File: src/rtl/vfc_pkg.sv
// ============================================================================
// Module      : vfc_pkg
// Description : Shared types for the Viterbi frame controller: FSM state
//               encoding, reference FIFO entry layout and a saturating
//               increment helper.
// Revision    : 1.0 - initial release
// ============================================================================
`default_nettype none

package vfc_pkg;

  // Frame sequencer states, explicit 2-bit encoding
  typedef enum logic [1:0] {
    IDLE  = 2'd0,
    DATA  = 2'd1,
    FLUSH = 2'd2,
    WAIT  = 2'd3
  } vfc_state_e;

  // One reference entry per encoder symbol: tag=1 marks a payload bit,
  // tag=0 marks a tail/flush bit that produces no output.
  typedef struct packed {
    logic tag;
    logic bit_val;
  } ref_entry_t;

  localparam ref_entry_t c_flush_entry = '{tag: 1'b0, bit_val: 1'b0};

  // Increment that sticks at all-ones instead of wrapping
  function automatic logic [15:0] sat_inc16(input logic [15:0] v);
    return (v == 16'hFFFF) ? v : v + 16'd1;
  endfunction

endpackage

`default_nettype wire

File: src/rtl/vfc_ref_fifo.sv
// ============================================================================
// Module      : vfc_ref_fifo
// Description : Synchronous first-word-fall-through FIFO holding reference
//               entries for the symbols in flight through encoder, channel
//               and decoder. Provides occupancy and almost-full (two slots
//               left) for issue throttling.
// Revision    : 1.0 - initial release
// ============================================================================
`default_nettype none

module vfc_ref_fifo
  import vfc_pkg::*;
#(
  parameter int AW = 5
) (
  input  logic       clk,
  input  logic       rst,
  input  logic       push,
  input  ref_entry_t push_data,
  input  logic       pop,
  output ref_entry_t pop_data,
  output logic [AW:0] count,
  output logic       afull,
  output logic       empty,
  output logic       full
);

  localparam int          c_depth     = 2 ** AW;
  localparam logic [AW:0] c_depth_lvl = (AW + 1)'(c_depth);
  localparam logic [AW:0] c_afull_lvl = (AW + 1)'(c_depth - 2);

  ref_entry_t      r_mem [c_depth];
  logic [AW-1:0]   r_wr_ptr;
  logic [AW-1:0]   r_rd_ptr;
  logic [AW:0]     r_count;

  // Storage array: written on push, no reset needed since reads are gated by count
  always_ff @(posedge clk) begin
    if (push) begin
      r_mem[r_wr_ptr] <= push_data;
    end
  end

  // Pointers and occupancy; simultaneous push and pop leave count unchanged
  always_ff @(posedge clk or posedge rst) begin
    if (rst) begin
      r_wr_ptr <= '0;
      r_rd_ptr <= '0;
      r_count  <= '0;
    end else begin
      if (push) begin
        r_wr_ptr <= r_wr_ptr + AW'(1);
      end
      if (pop) begin
        r_rd_ptr <= r_rd_ptr + AW'(1);
      end
      case ({push, pop})
        2'b10:   r_count <= r_count + (AW + 1)'(1);
        2'b01:   r_count <= r_count - (AW + 1)'(1);
        default: r_count <= r_count;
      endcase
    end
  end

  assign pop_data = r_mem[r_rd_ptr];
  assign count    = r_count;
  assign empty    = (r_count == '0);
  assign full     = (r_count == c_depth_lvl);
  assign afull    = (r_count >= c_afull_lvl);

  // The sequencer throttles issue on afull and the decoder pipeline only pops
  // entries already pushed, so these can only fire on a design error.
  a_no_underflow : assert property (@(posedge clk) disable iff (rst) !(pop && empty));
  a_no_overflow  : assert property (@(posedge clk) disable iff (rst) !(push && full));

endmodule

`default_nettype wire

File: src/rtl/viterbi_frame_ctrl.sv
// ============================================================================
// Module      : viterbi_frame_ctrl
// Description : Frame sequencer for encoder -> channel -> Viterbi decoder.
//               Feeds payload bits to the encoder, appends tail and flush
//               zeros so every payload bit drains out of the decoder, pairs
//               decoder outputs with the transmitted bits and counts errors.
//               Optional channel error injection is built when the macro
//               VFC_ERR_INJ_EN is defined.
// Revision    : 1.0 - initial release
// ============================================================================
`default_nettype none

module viterbi_frame_ctrl
  import vfc_pkg::*;
#(
  parameter int LEN_W       = 8,
  parameter int TAIL_LEN    = 2,
  parameter int DEC_LAT     = 16,
  parameter int DEC_OUT_DLY = 1,
  parameter int FIFO_AW     = 5,
  parameter int CNT_W       = 16,
  parameter int ERR_N       = 3
) (
  input  logic             clk,
  input  logic             rst,
  input  logic             start_i,
  input  logic [LEN_W-1:0] frame_len_i,
  input  logic             s_valid_i,
  input  logic             s_bit_i,
  output logic             s_ready_o,
  output logic             enc_enable_o,
  output logic             enc_bit_o,
  input  logic             enc_valid_i,
  output logic [1:0]       err_mask_o,
  output logic             dec_enable_o,
  input  logic             dec_bit_i,
  input  logic             inj_en_i,
  output logic             out_valid_o,
  output logic             out_bit_o,
  output logic             busy_o,
  output logic             done_o,
  output logic [CNT_W-1:0] bit_err_cnt_o
);

  localparam int c_flush_n = TAIL_LEN + DEC_LAT;
  localparam int c_flush_w = $clog2(c_flush_n);
  localparam int c_sym_w   = $clog2(DEC_LAT + 1);

  localparam logic [c_flush_w-1:0] c_flush_last = c_flush_w'(c_flush_n - 1);
  localparam logic [c_sym_w-1:0]   c_sym_sat    = c_sym_w'(DEC_LAT);

  vfc_state_e           r_state;
  logic [LEN_W-1:0]     r_len;
  logic [LEN_W-1:0]     r_in_cnt;
  logic [LEN_W-1:0]     r_out_cnt;
  logic [c_flush_w-1:0] r_flush_cnt;
  logic [c_sym_w-1:0]   r_sym_cnt;

  logic                 r_pair_vld [DEC_OUT_DLY];
  ref_entry_t           r_pair_ent [DEC_OUT_DLY];

  logic                 w_start;
  logic                 w_accept;
  logic                 w_flush_issue;
  logic                 w_push;
  ref_entry_t           w_push_data;
  logic                 w_pop;
  ref_entry_t           w_pop_data;
  logic [FIFO_AW:0]     w_count;
  logic                 w_afull;
  logic                 w_empty;
  logic                 w_full;
  logic                 w_pair_vld;
  ref_entry_t           w_pair_ent;
  logic                 w_out_fire;

  // ------------------------------------------------------------------
  // Issue side: accepted payload bits and flush zeros both enter the
  // reference FIFO in the same order they reach the encoder.
  // ------------------------------------------------------------------
  assign w_start       = (r_state == IDLE) && start_i && (frame_len_i != '0);
  assign s_ready_o     = (r_state == DATA) && !w_afull;
  assign w_accept      = s_ready_o && s_valid_i;
  assign w_flush_issue = (r_state == FLUSH) && !w_afull;
  assign w_push        = w_accept || w_flush_issue;
  assign w_push_data   = w_accept ? '{tag: 1'b1, bit_val: s_bit_i} : c_flush_entry;

  // Decoder output only becomes meaningful after DEC_LAT symbols; from then
  // on every decoder symbol retires exactly one reference entry.
  assign w_pop = dec_enable_o && (r_sym_cnt == c_sym_sat);

  vfc_ref_fifo #(
    .AW (FIFO_AW)
  ) u_ref_fifo (
    .clk       (clk),
    .rst       (rst),
    .push      (w_push),
    .push_data (w_push_data),
    .pop       (w_pop),
    .pop_data  (w_pop_data),
    .count     (w_count),
    .afull     (w_afull),
    .empty     (w_empty),
    .full      (w_full)
  );

  // Frame sequencer: IDLE -> DATA -> FLUSH -> WAIT, with registered encoder drive
  always_ff @(posedge clk or posedge rst) begin
    if (rst) begin
      r_state      <= IDLE;
      busy_o       <= 1'b0;
      done_o       <= 1'b0;
      enc_enable_o <= 1'b0;
      enc_bit_o    <= 1'b0;
      r_len        <= '0;
      r_in_cnt     <= '0;
      r_flush_cnt  <= '0;
    end else begin
      enc_enable_o <= 1'b0;
      enc_bit_o    <= 1'b0;
      done_o       <= 1'b0;
      case (r_state)
        IDLE: begin
          if (w_start) begin
            r_len       <= frame_len_i;
            r_in_cnt    <= '0;
            r_flush_cnt <= '0;
            r_state     <= DATA;
            busy_o      <= 1'b1;
          end
        end
        DATA: begin
          if (w_accept) begin
            enc_enable_o <= 1'b1;
            enc_bit_o    <= s_bit_i;
            if (r_in_cnt == r_len - LEN_W'(1)) begin
              r_in_cnt <= '0;
              r_state  <= FLUSH;
            end else begin
              r_in_cnt <= r_in_cnt + LEN_W'(1);
            end
          end
        end
        FLUSH: begin
          if (w_flush_issue) begin
            enc_enable_o <= 1'b1;
            enc_bit_o    <= 1'b0;
            if (r_flush_cnt == c_flush_last) begin
              r_flush_cnt <= '0;
              r_state     <= WAIT;
            end else begin
              r_flush_cnt <= r_flush_cnt + c_flush_w'(1);
            end
          end
        end
        WAIT: begin
          if (r_out_cnt == r_len) begin
            done_o  <= 1'b1;
            busy_o  <= 1'b0;
            r_state <= IDLE;
          end
        end
        default: begin
          r_state <= IDLE;
          busy_o  <= 1'b0;
        end
      endcase
    end
  end

  // Channel register stage and decoder warm-up counter (kept across frames,
  // because residual flush entries stay aligned with the decoder pipeline)
  always_ff @(posedge clk or posedge rst) begin
    if (rst) begin
      dec_enable_o <= 1'b0;
      r_sym_cnt    <= '0;
    end else begin
      dec_enable_o <= enc_valid_i;
      if (dec_enable_o && (r_sym_cnt != c_sym_sat)) begin
        r_sym_cnt <= r_sym_cnt + c_sym_w'(1);
      end
    end
  end

  // Delay popped entries until the decoder presents the matching output bit
  always_ff @(posedge clk or posedge rst) begin
    if (rst) begin
      for (int i = 0; i < DEC_OUT_DLY; i++) begin
        r_pair_vld[i] <= 1'b0;
        r_pair_ent[i] <= c_flush_entry;
      end
    end else begin
      r_pair_vld[0] <= w_pop;
      r_pair_ent[0] <= w_pop_data;
      for (int i = 1; i < DEC_OUT_DLY; i++) begin
        r_pair_vld[i] <= r_pair_vld[i-1];
        r_pair_ent[i] <= r_pair_ent[i-1];
      end
    end
  end

  assign w_pair_vld = r_pair_vld[DEC_OUT_DLY-1];
  assign w_pair_ent = r_pair_ent[DEC_OUT_DLY-1];
  assign w_out_fire = w_pair_vld && w_pair_ent.tag;

  // Payload output, per-frame output count and saturating bit-error count
  always_ff @(posedge clk or posedge rst) begin
    if (rst) begin
      out_valid_o   <= 1'b0;
      out_bit_o     <= 1'b0;
      r_out_cnt     <= '0;
      bit_err_cnt_o <= '0;
    end else begin
      out_valid_o <= w_out_fire;
      out_bit_o   <= w_out_fire ? dec_bit_i : 1'b0;
      if (w_start) begin
        r_out_cnt     <= '0;
        bit_err_cnt_o <= '0;
      end else if (w_out_fire) begin
        r_out_cnt <= r_out_cnt + LEN_W'(1);
        if ((dec_bit_i != w_pair_ent.bit_val) && (bit_err_cnt_o != '1)) begin
          bit_err_cnt_o <= bit_err_cnt_o + CNT_W'(1);
        end
      end
    end
  end

`ifdef VFC_ERR_INJ_EN
  logic [ERR_N-1:0] r_inj_cnt;

  // Injection symbol counter: restarts each frame, one step per encoder symbol
  always_ff @(posedge clk or posedge rst) begin
    if (rst) begin
      r_inj_cnt <= '0;
    end else if (w_start) begin
      r_inj_cnt <= '0;
    end else if (enc_valid_i) begin
      r_inj_cnt <= r_inj_cnt + ERR_N'(1);
    end
  end

  // Flip one coded bit on the last symbol of every 2**ERR_N-symbol block
  assign err_mask_o = (enc_valid_i && inj_en_i && (r_inj_cnt == '1)) ? 2'b01 : 2'b00;

  logic w_unused;
  assign w_unused = ^{w_count, w_full, w_empty};
`else
  assign err_mask_o = 2'b00;

  logic w_unused;
  assign w_unused = ^{w_count, w_full, w_empty, inj_en_i};
`endif

endmodule

`default_nettype wire

File: config.mk
export PLATFORM = sky130hd
export DESIGN_NAME = viterbi_frame_ctrl
export DESIGN_NICKNAME = d
export VERILOG_FILES = /design/src/rtl/vfc_pkg.sv /design/src/rtl/vfc_ref_fifo.sv /design/src/rtl/viterbi_frame_ctrl.sv
export SDC_FILE = /design/constraint.sdc
export NUM_CORES = 1
export LEC_CHECK = 0
export CAP_MARGIN = 25
export CORE_MARGIN = 5
export CORE_UTILIZATION = 53
export DETAILED_ROUTE_END_ITERATION = 8
export PLACE_DENSITY = 0.72
export SLEW_MARGIN = 20
export SYNTH_ARGS = -nofsm -noshare
export SYNTH_HDL_FRONTEND = slang
export SYNTH_SLANG_ARGS = --single-unit
File: constraint.sdc
create_clock -name clk -period 3.45 [get_ports clk]
set_input_delay 0.5175 -clock clk [delete_from_list [all_inputs] [get_ports clk]]
set_output_delay 0.5175 -clock clk [all_outputs]
set_load 0.1 [all_outputs]
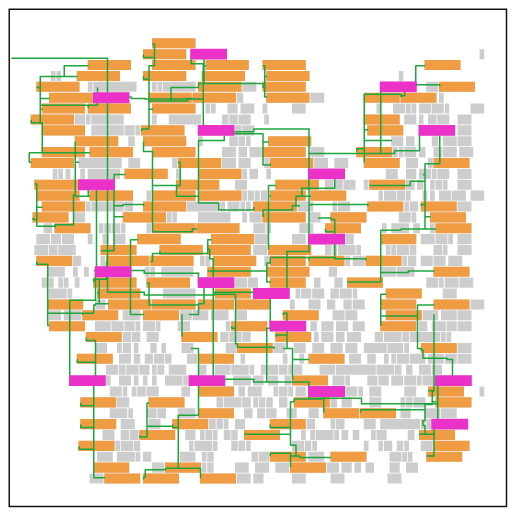
**Above:** run 1 (clock wires, drivers and flops).
(4 px per um)
legend:
  magenta:
    item: clock-net drivers
    count: 17
  orange:
    item: flip-flops
    count: 142
  green:
    item: clock wires
    length: 1,730 um
routed clock nets: 18
flops lie: all over the die
Setup Skew: 0.0104 ns
share of power burned in the clock network: 29.9%

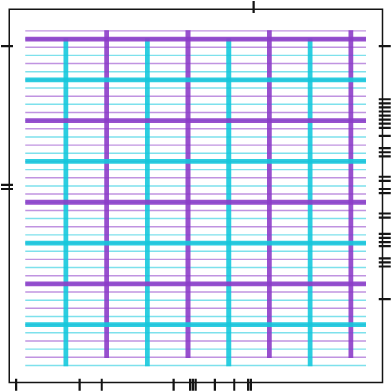
**Above:** run 1 (PDN straps and rails).
(3 px per um) Pins as bars on the die edge.
legend:
  purple:
    net: VDD
  cyan:
    net: VSS
met5 straps: 8
rows: 41
Core ar.: 12,700 sq um
floorplan die height: 124 um

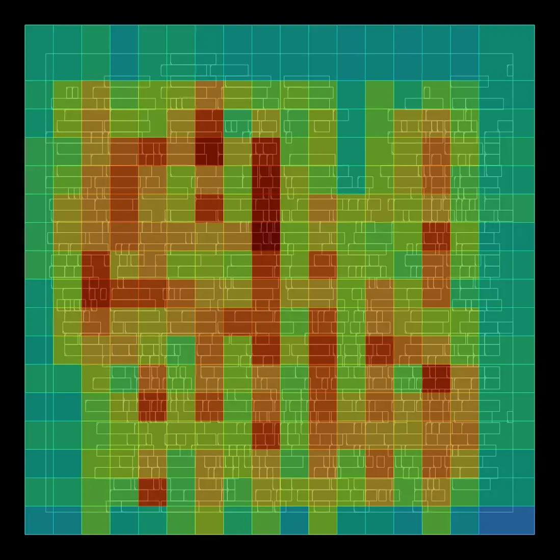
**Above:** run 1 (routing congestion map).
global routing usage summed across all routing layers: 18.5%
Core Util, Final: 63.4%
GR Util met3: 5.22%

==> design notes, run 1 <==
The run finished with clean final reports. Summed over all layers, the global routing overflow is 0. Buffers added to address setup during post-CTS repair amount to 0.

The total negative slack for setup checks is 0 ns, and the flop and latch count out of synthesis is 142. The run gives 172 for the total number of tap cells. The tools report the global-route met1 utilization as 23.5%. The run gives 29.3% for the global-route met2 utilization.

In the layout the commonest cells are dfrtp_1 (78), nor2_1 (75), edfxtp_1 (64). The script extracted a total leakage power of 3.19 nW. After layout the clock buffers and inverters come to 7.47% of cell area. Dividing the detail-routed wire length by the instance count gives 15.9 um. The fraction of cell area in multi-input combinational cells is reported as 35.1%.

The run gives 6880 sq um as the post-synth design cell area. The logs give 344 MHz for the highest clock rate and 8040 sq um for the cell area after layout. The final weighted congestion recorded by global placement is 0.815.

The total instance count after detailed placement is 777, and the total wire length after detailed routing is 12,900 um. The tools report the number of synthesis warnings as 0. Measured against the total synthesized area, the mux share comes to 7.13%.

Power density over cell area: 770 nW/um^2. The antenna diode count came out at 0. The startpoint of the worst register-to-register path was r_sym_cnt[0]$_DFFE_PP0P_.

Sequential cells consume a total of 2.47 mW. The share of total power dissipated in combinational logic is 30.1%. Per the layout report, the design carries 22 non-clock inverters.

met2 is the most crowded layer. Clock tree synthesis inserted a total of 17 buffers. The run gives 28.4% for the fraction of synthesized cell area taken by the top area cell type. Per the CTS log, the buffer count on the longest clock path is 2. The largest fanout on the critical path is 9. Minimum hold slack: 0.413 ns.

Group with the largest share of power: registers. Grouping stages by cell kind, the critical path spends the most delay in adder cells. The category of the worst setup path capture point is a flop. Highest metal layer with signal wires: met4. The logs give 2820 sq um for the combined area of the multi-input logic cells and 0 for the final tally of hold violations. Summing internal, switching and leakage power gives 6.19 mW. Overall die area: 15,400 sq um.

OpenROAD reports that the post-layout worst path occupies 84.2% of the period. The netlist uses 62 different library cells. The yosys synthesis chip area came out at 6880 sq um. Counting stages on the worst path, the most repeated cell is ha_1. For reference, full adder, half adder and majority cells occupy 3.64% of the area reported after synthesis.
==> run 2: changes to the inputs <==
PLACE_DENSITY = 0.75   (was 0.72)
clock period = 2.5 ns   (was 3.45 ns; I/O delays follow)
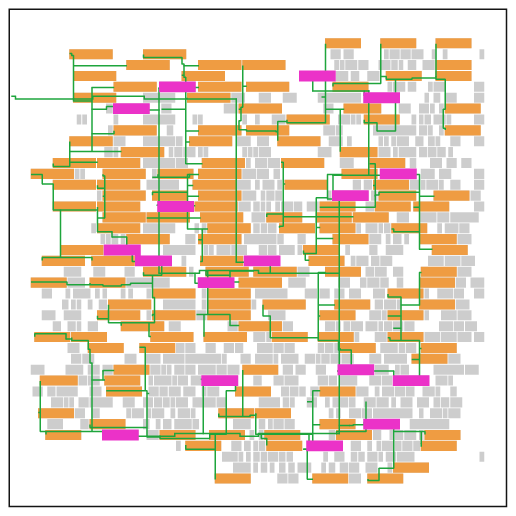
**Above:** run 2 (clock wires, drivers and flops).
(4 px per um)
legend:
  magenta:
    item: clock-net drivers
    count: 17
  green:
    item: clock wires
    length: 1,670 um
  orange:
    item: flip-flops
    count: 142
flops lie: all over the die
Clock Latency Late Sink: 0.42 ns
power drawn by the clock network: 2.52 mW
share of power burned in the clock network: 28.4%
Setup Skew: 0.00932 ns

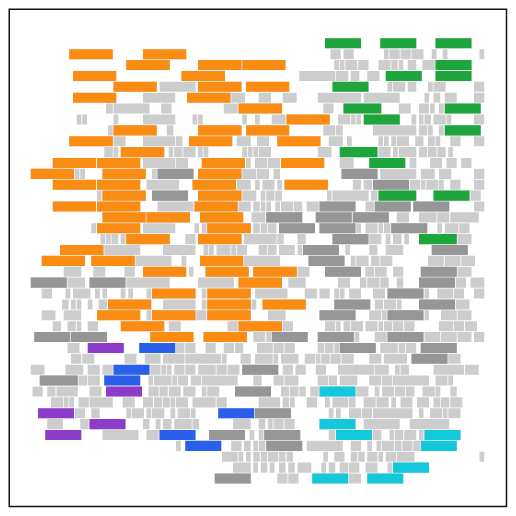
**Above:** run 2 (sequential cells colored by netlist name).
(4 px per um)
legend:
  blue:
    signal: `u_ref_fifo.count`
    sequential_cells: 6
  orange:
    signal: `u_ref_fifo.r_mem`
    sequential_cells: 64
  purple:
    signal: `r_sym_cnt`
    sequential_cells: 5
    where: south-west
  green:
    signal: `bit_err_cnt_o`
    sequential_cells: 16
    where: north-east
  cyan:
    signal: `r_in_cnt`
    sequential_cells: 8
    where: south-east
total area of sequential cells: 3880 sq um
flip-flop and latch power: 3.35 mW

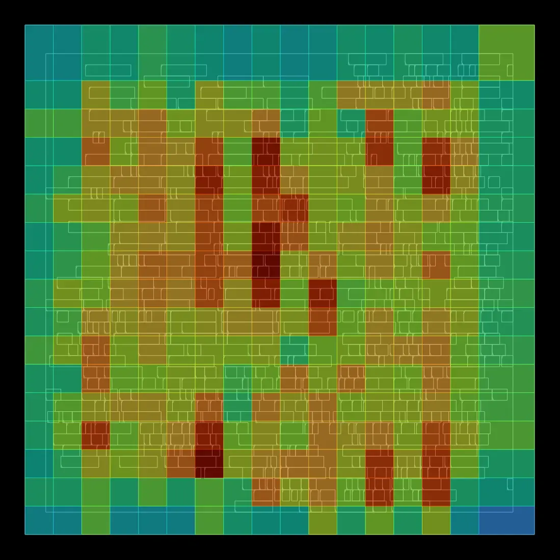
**Above:** run 2 (routing congestion map).
GR Util met3: 4.81%
global routing met1 resource utilization: 23.8%

==> run 2 against run 1 <==
Against the previous run:
- highest routed layer unchanged
- largest cell class unchanged
- non-clock buffer count rose by 24
- count of clock-buffer cells in the layout did not move
- largest power group unchanged
- maximum frequency grew 21%
- critical path type unchanged
- via count up 4.2%
- wire length up 5.9%
- critical path depth unchanged
- setup slack lost 0.45 ns
- first-iteration DRC count is 2.9% lower
- sequential cell count unchanged
==> design notes, run 2 <==
The post-CTS setup repair buffer count is 0 (unchanged), and the combined area of the multi-input logic cells is 2890 sq um (+2.4%). In this run the critical register-to-register path is launched from r_sym_cnt[1]$_DFFE_PP0P_. The worst setup path is launched from a flop. The run gives 172 (unchanged) for the total number of tap cells.

According to the timing report, the critical path is captured at u_ref_fifo.count[5]$_DFFE_PP0P_. The flop and latch count out of synthesis was 142 (unchanged); the combinational power share was 33.8% (+3.7 points). The final weighted congestion of routability-driven global placement was 0.800 (-1.8%); the number of cells upsized or downsized after cts was 1.

For the global routing usage summed across all routing layers, the log shows 19.1% (+0.65 points). The total negative slack for setup checks came out at 0 ns (unchanged). Most utilized layer in the global route result: met2. The number of I/O pins was 42. The leakage component of the power was 3.33 nW (+4.4%). The power density over cell area is 1080 nW/um^2 (+40%), and the deepest clock path buffer count is 2 (unchanged). The logs give 12,700 sq um (unchanged) for the placeable core region and 0.316 ns (-0.0969 ns) for the minimum hold slack. The run gives 6880 sq um (unchanged) as the post-synth design cell area. The largest fanout on the critical path is 8 (-1). Global-route met2 utilization: 32.4% (+3.1 points).

The script extracted a net switching power of 3.09 mW. The run finished with clean final reports. The OpenROAD report gives the critical path a required time of 2.81 ns.

The cell area after layout was 8250 sq um (+2.6%); the die extent in y was 124 um (unchanged). The arithmetic-cell share of the synthesized area counting full adders, half adders and majority gates is 3.64% (unchanged), and the area fraction in mux cells is 7.13% (unchanged). The run gives 8.87 mW (+43%) for the sum of internal, switching and leakage power. For the initial standard-cell utilization of the core, the log shows 54.3%. The number of fill cells was 943; the fraction of synthesized cell area taken by the top area cell type was 28.4% (unchanged). The routed wirelength normalized by instance count is 16.4 um (+2.8%). Grouping stages by cell kind, the critical path spends the most delay in simple AND/OR/NAND/NOR gates. The part of the cycle the worst path needs works out to 96.0% (+12 points).

The highest metal layer with signal wires is met4. The final tally of hold violations was 0 (unchanged); the number of synthesis warnings was 0 (unchanged). A synthesized cell averages 11.9 sq um. The core occupancy in the finished layout came out at 65.1% (+1.6 points).

Hold repair after CTS inserted 0 buffers. For the yosys synthesis chip area, the log shows 6880 sq um (unchanged). The top cell type in the final layout, fill and taps aside, is nor2_1.

The post-synthesis share of cell area spent on xor and xnor gates is 7.88%. The number of clock buffers inserted by TritonCTS is 17 (unchanged), and the relative area change from synthesis to final layout is 19.9%. The number of distinct library cells after synthesis came out at 62 (unchanged).

With the highest clock rate at 417 MHz (+21%), the number of max-slew violations in the final report is 0. By instance count after routing, the leading logic cell types are nor2_1 (75), dfrtp_1 (73), edfxtp_1 (64). Total wire length after detailed routing: 13,600 um (+5.9%).

The run gives 579 as the total cells reported by yosys after synthesis. Multi-input gate share of total cell area: 35.0% (-0.049 points). Cell at the slowest stage of the critical path: dfrtp_1. In this run the core area contains 41 standard-cell rows. The clock distribution area overhead in the final layout came out at 7.22% (-0.25 points).

The tools report the total instance count after detailed placement as 798 (+2.7%). For the overall die area, the log shows 15,400 sq um (unchanged). Looking at the group totals, the largest power group turns out to be registers. Excluding fillers, the count of instances in the completed layout stands at 833. The number of inverters outside the clock class in the layout is 22 (unchanged), and the total overflow reported by the global router is 0 (unchanged). The run gives 0 (unchanged) for the antenna diode count. The worst setup path is captured at a flop.
==> run 3: changes to the inputs <==
GPL_TIMING_DRIVEN = 0   (was default)
clock period = 2.2 ns   (was 2.5 ns; I/O delays follow)
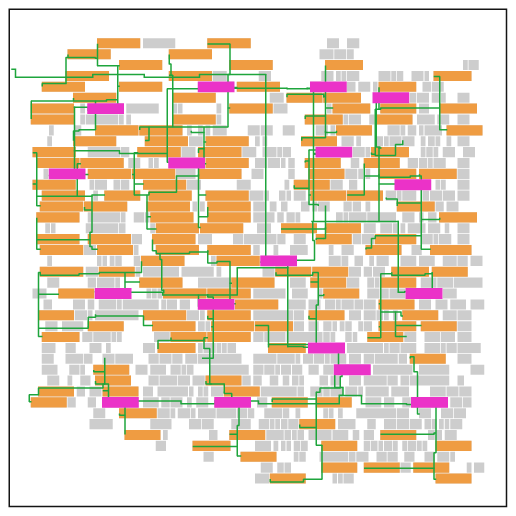
**Above:** run 3 (clock wires, drivers and flops).
(4 px per um)
legend:
  green:
    item: clock wires
    length: 1,690 um
  magenta:
    item: clock-net drivers
    count: 17
  orange:
    item: flip-flops
    count: 142
routed clock nets: 18
flops lie: all over the die
share of power burned in the clock network: 26.7%
power drawn by the clock network: 2.87 mW
Clock Latency Late Sink: 0.43 ns
Setup Skew: 0.00695 ns

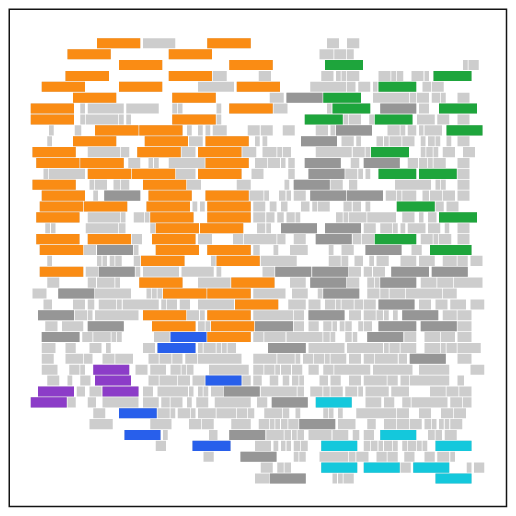
**Above:** run 3 (sequential cells colored by netlist name).
(4 px per um)
legend:
  blue:
    signal: `u_ref_fifo.count`
    sequential_cells: 6
  cyan:
    signal: `r_in_cnt`
    sequential_cells: 8
    where: south-east
  purple:
    signal: `r_sym_cnt`
    sequential_cells: 5
    where: south-west
  orange:
    signal: `u_ref_fifo.r_mem`
    sequential_cells: 64
  green:
    signal: `bit_err_cnt_o`
    sequential_cells: 16
    where: north-east
not colored: 43
total area of sequential cells: 3910 sq um
sequential cell area share: 45.1%
Core Util, Final: 68.3%

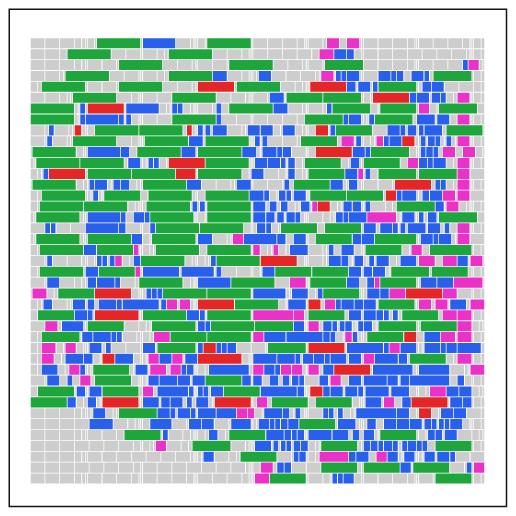
**Above:** run 3 (placed cells, one color a class).
(4 px per um) Fill, decap, tap and diode cells in gray.
legend:
  red:
    class: clock drivers and dummy loads
    cells: 32
    share_of_their_area: 7.0%
  magenta:
    class: remaining buffers and delay cells
    cells: 89
    share_of_their_area: 9.2%
  green:
    class: registers
    cells: 142
    share_of_their_area: 46%
  blue:
    class: remaining logic cells
    cells: 416
    share_of_their_area: 37%
Cell Rows: 41
final design area excluding fillers: 8660 sq um

==> run 3 against run 2 <==
Against the previous run:
- the flow now finishes with violations (negative setup slack)
- clock power is 14% higher
- count of clock-buffer cells in the layout grew 2
- highest routed layer unchanged
- largest power group is now combinational logic
- combinational power increased by 37%
- critical path depth is 1 higher
- final cell count up 2.2%
==> design notes, run 3 <==
In the final design, more cell area goes to flip-flops and latches than to any other class. The run gives 0.832 (+4.1%) for the final weighted congestion of routability-driven global placement. The global-route met2 utilization was 35.8% (+3.3 points); the combined area of the multi-input logic cells was 3070 sq um (+6.2%). The run gives 15,400 sq um (unchanged) as the overall die area. By instance count after routing, the leading logic cell types are nor2_1 (73), edfxtp_1 (64), dfrtp_1 (55).

The tools report the leakage component of the power as 3.51 nW (+5.4%). The sum of internal, switching and leakage power is 10.7 mW (+21%). The most common cell after layout, fill and taps aside was nor2_1.

The mean cell area of the mapped netlist came out at 11.9 sq um (unchanged). The tools report the minimum hold slack as 0.257 ns (-0.0592 ns). For the total instance count after detailed placement, the log shows 793 (-0.63%). The critical path's slowest stage uses the library cell dfrtp_2. The run finished, with violations left. In this run the worst setup path terminates at u_ref_fifo.count[5]$_DFFE_PP0P_.

The power density over cell area is 1240 nW/um^2 (+15%). In this design, the largest share of critical-path delay is due to AND-OR/OR-AND gates. The largest part of the power goes to combinational logic. With the deepest clock path buffer count at 2 (unchanged), the relative area change from synthesis to final layout is 25.8%.

For the worst reg-to-reg path, the startpoint reported by OpenROAD is r_state[1]$_DFFE_PP0P_. The end-of-flow timing check tallies setup violations at 2. The flop and latch count out of synthesis is 142 (unchanged), and the multi-input gate share of total cell area is 35.4% (+0.42 points). The die extent in y is 124 um (unchanged). Number of synthesis warnings: 0 (unchanged).

The final non-filler cell total was 851 (+2.2%). Largest fanout on the critical path: 4 (-4). The most used flip-flop cell after synthesis is dfrtp_1. With the critical path required time at 2.51 ns (-0.30 ns), the total overflow reported by the global router is 0 (unchanged).

The tools report the final tally of hold violations as 0 (unchanged). The clock distribution area overhead in the final layout is 6.87% (-0.36 points), and the least setup slack across all paths after layout is -0.137 ns. The arithmetic-cell share of the synthesized area counting full adders, half adders and majority gates is 3.64% (unchanged), and the hold-fix buffer count after cts is 0 (unchanged). Antenna diode count: 0 (unchanged).

The number of fill cells is 920 (-2.4%). The post-synth design cell area is 6880 sq um (unchanged). The run gives 7.88% (unchanged) for the post-synthesis share of cell area spent on xor and xnor gates. The number of I/O pins was 42 (unchanged); the number of distinct library cells after synthesis was 62 (unchanged). For reference, the most critical setup path is categorized as reg -> reg. Fraction of synthesized cell area taken by the top area cell type: 28.4% (unchanged). The run gives 7.13% (unchanged) for the area fraction in mux cells. After detailed routing, no signal wire sits above met4. The logs give 24.7% (+0.88 points) for the global-route met1 utilization and 428 MHz (+2.7%) for the highest clock rate. The total number of tap cells is 172 (unchanged). The routed wirelength normalized by instance count was 17.0 um (+3.6%). The met3 capacity usage during global routing was 6.95% (+2.1 points); the initial standard-cell utilization of the core was 54.3% (unchanged). The data arrival time reported for the critical path is 2.64 ns. The checks that failed: negative setup slack. For the post-CTS setup repair buffer count, the log shows 23 (+23). Type of origin of the critical path: a flop. The number of max-slew violations in the final report was 0 (unchanged). The number of clock buffers inserted by TritonCTS came out at 17 (unchanged).

In this run the horizontal extent of the chip is 124 um. The run gives 579 (unchanged) as the total cells reported by yosys after synthesis. The register with the most flip-flops in the layout has 64 of them. For the number of cells upsized or downsized after cts, the log shows 69 (+68). In this run, synthesis inferred 64 flip-flops with an integrated enable. The worst setup path is captured at a flop. In the CTS report, the clock slew at the register clock pins of the worst setup and hold paths is listed as 0.06 ns. The part of the cycle the worst path needs is 106% (+10 points). With the total wire length after detailed routing at 14,400 um (+5.8%), the combinational power share is 38.1% (+4.3 points). The total negative slack for setup checks came out at -0.224 ns (-0.224 ns). The tools report the sequential logic power as 3.78 mW (+13%).

The yosys synthesis chip area was 6880 sq um (unchanged). The number of inverters outside the clock class in the layout came out at 22 (unchanged).
Power figures rest on the tool's default switching activity, not on a simulated workload.
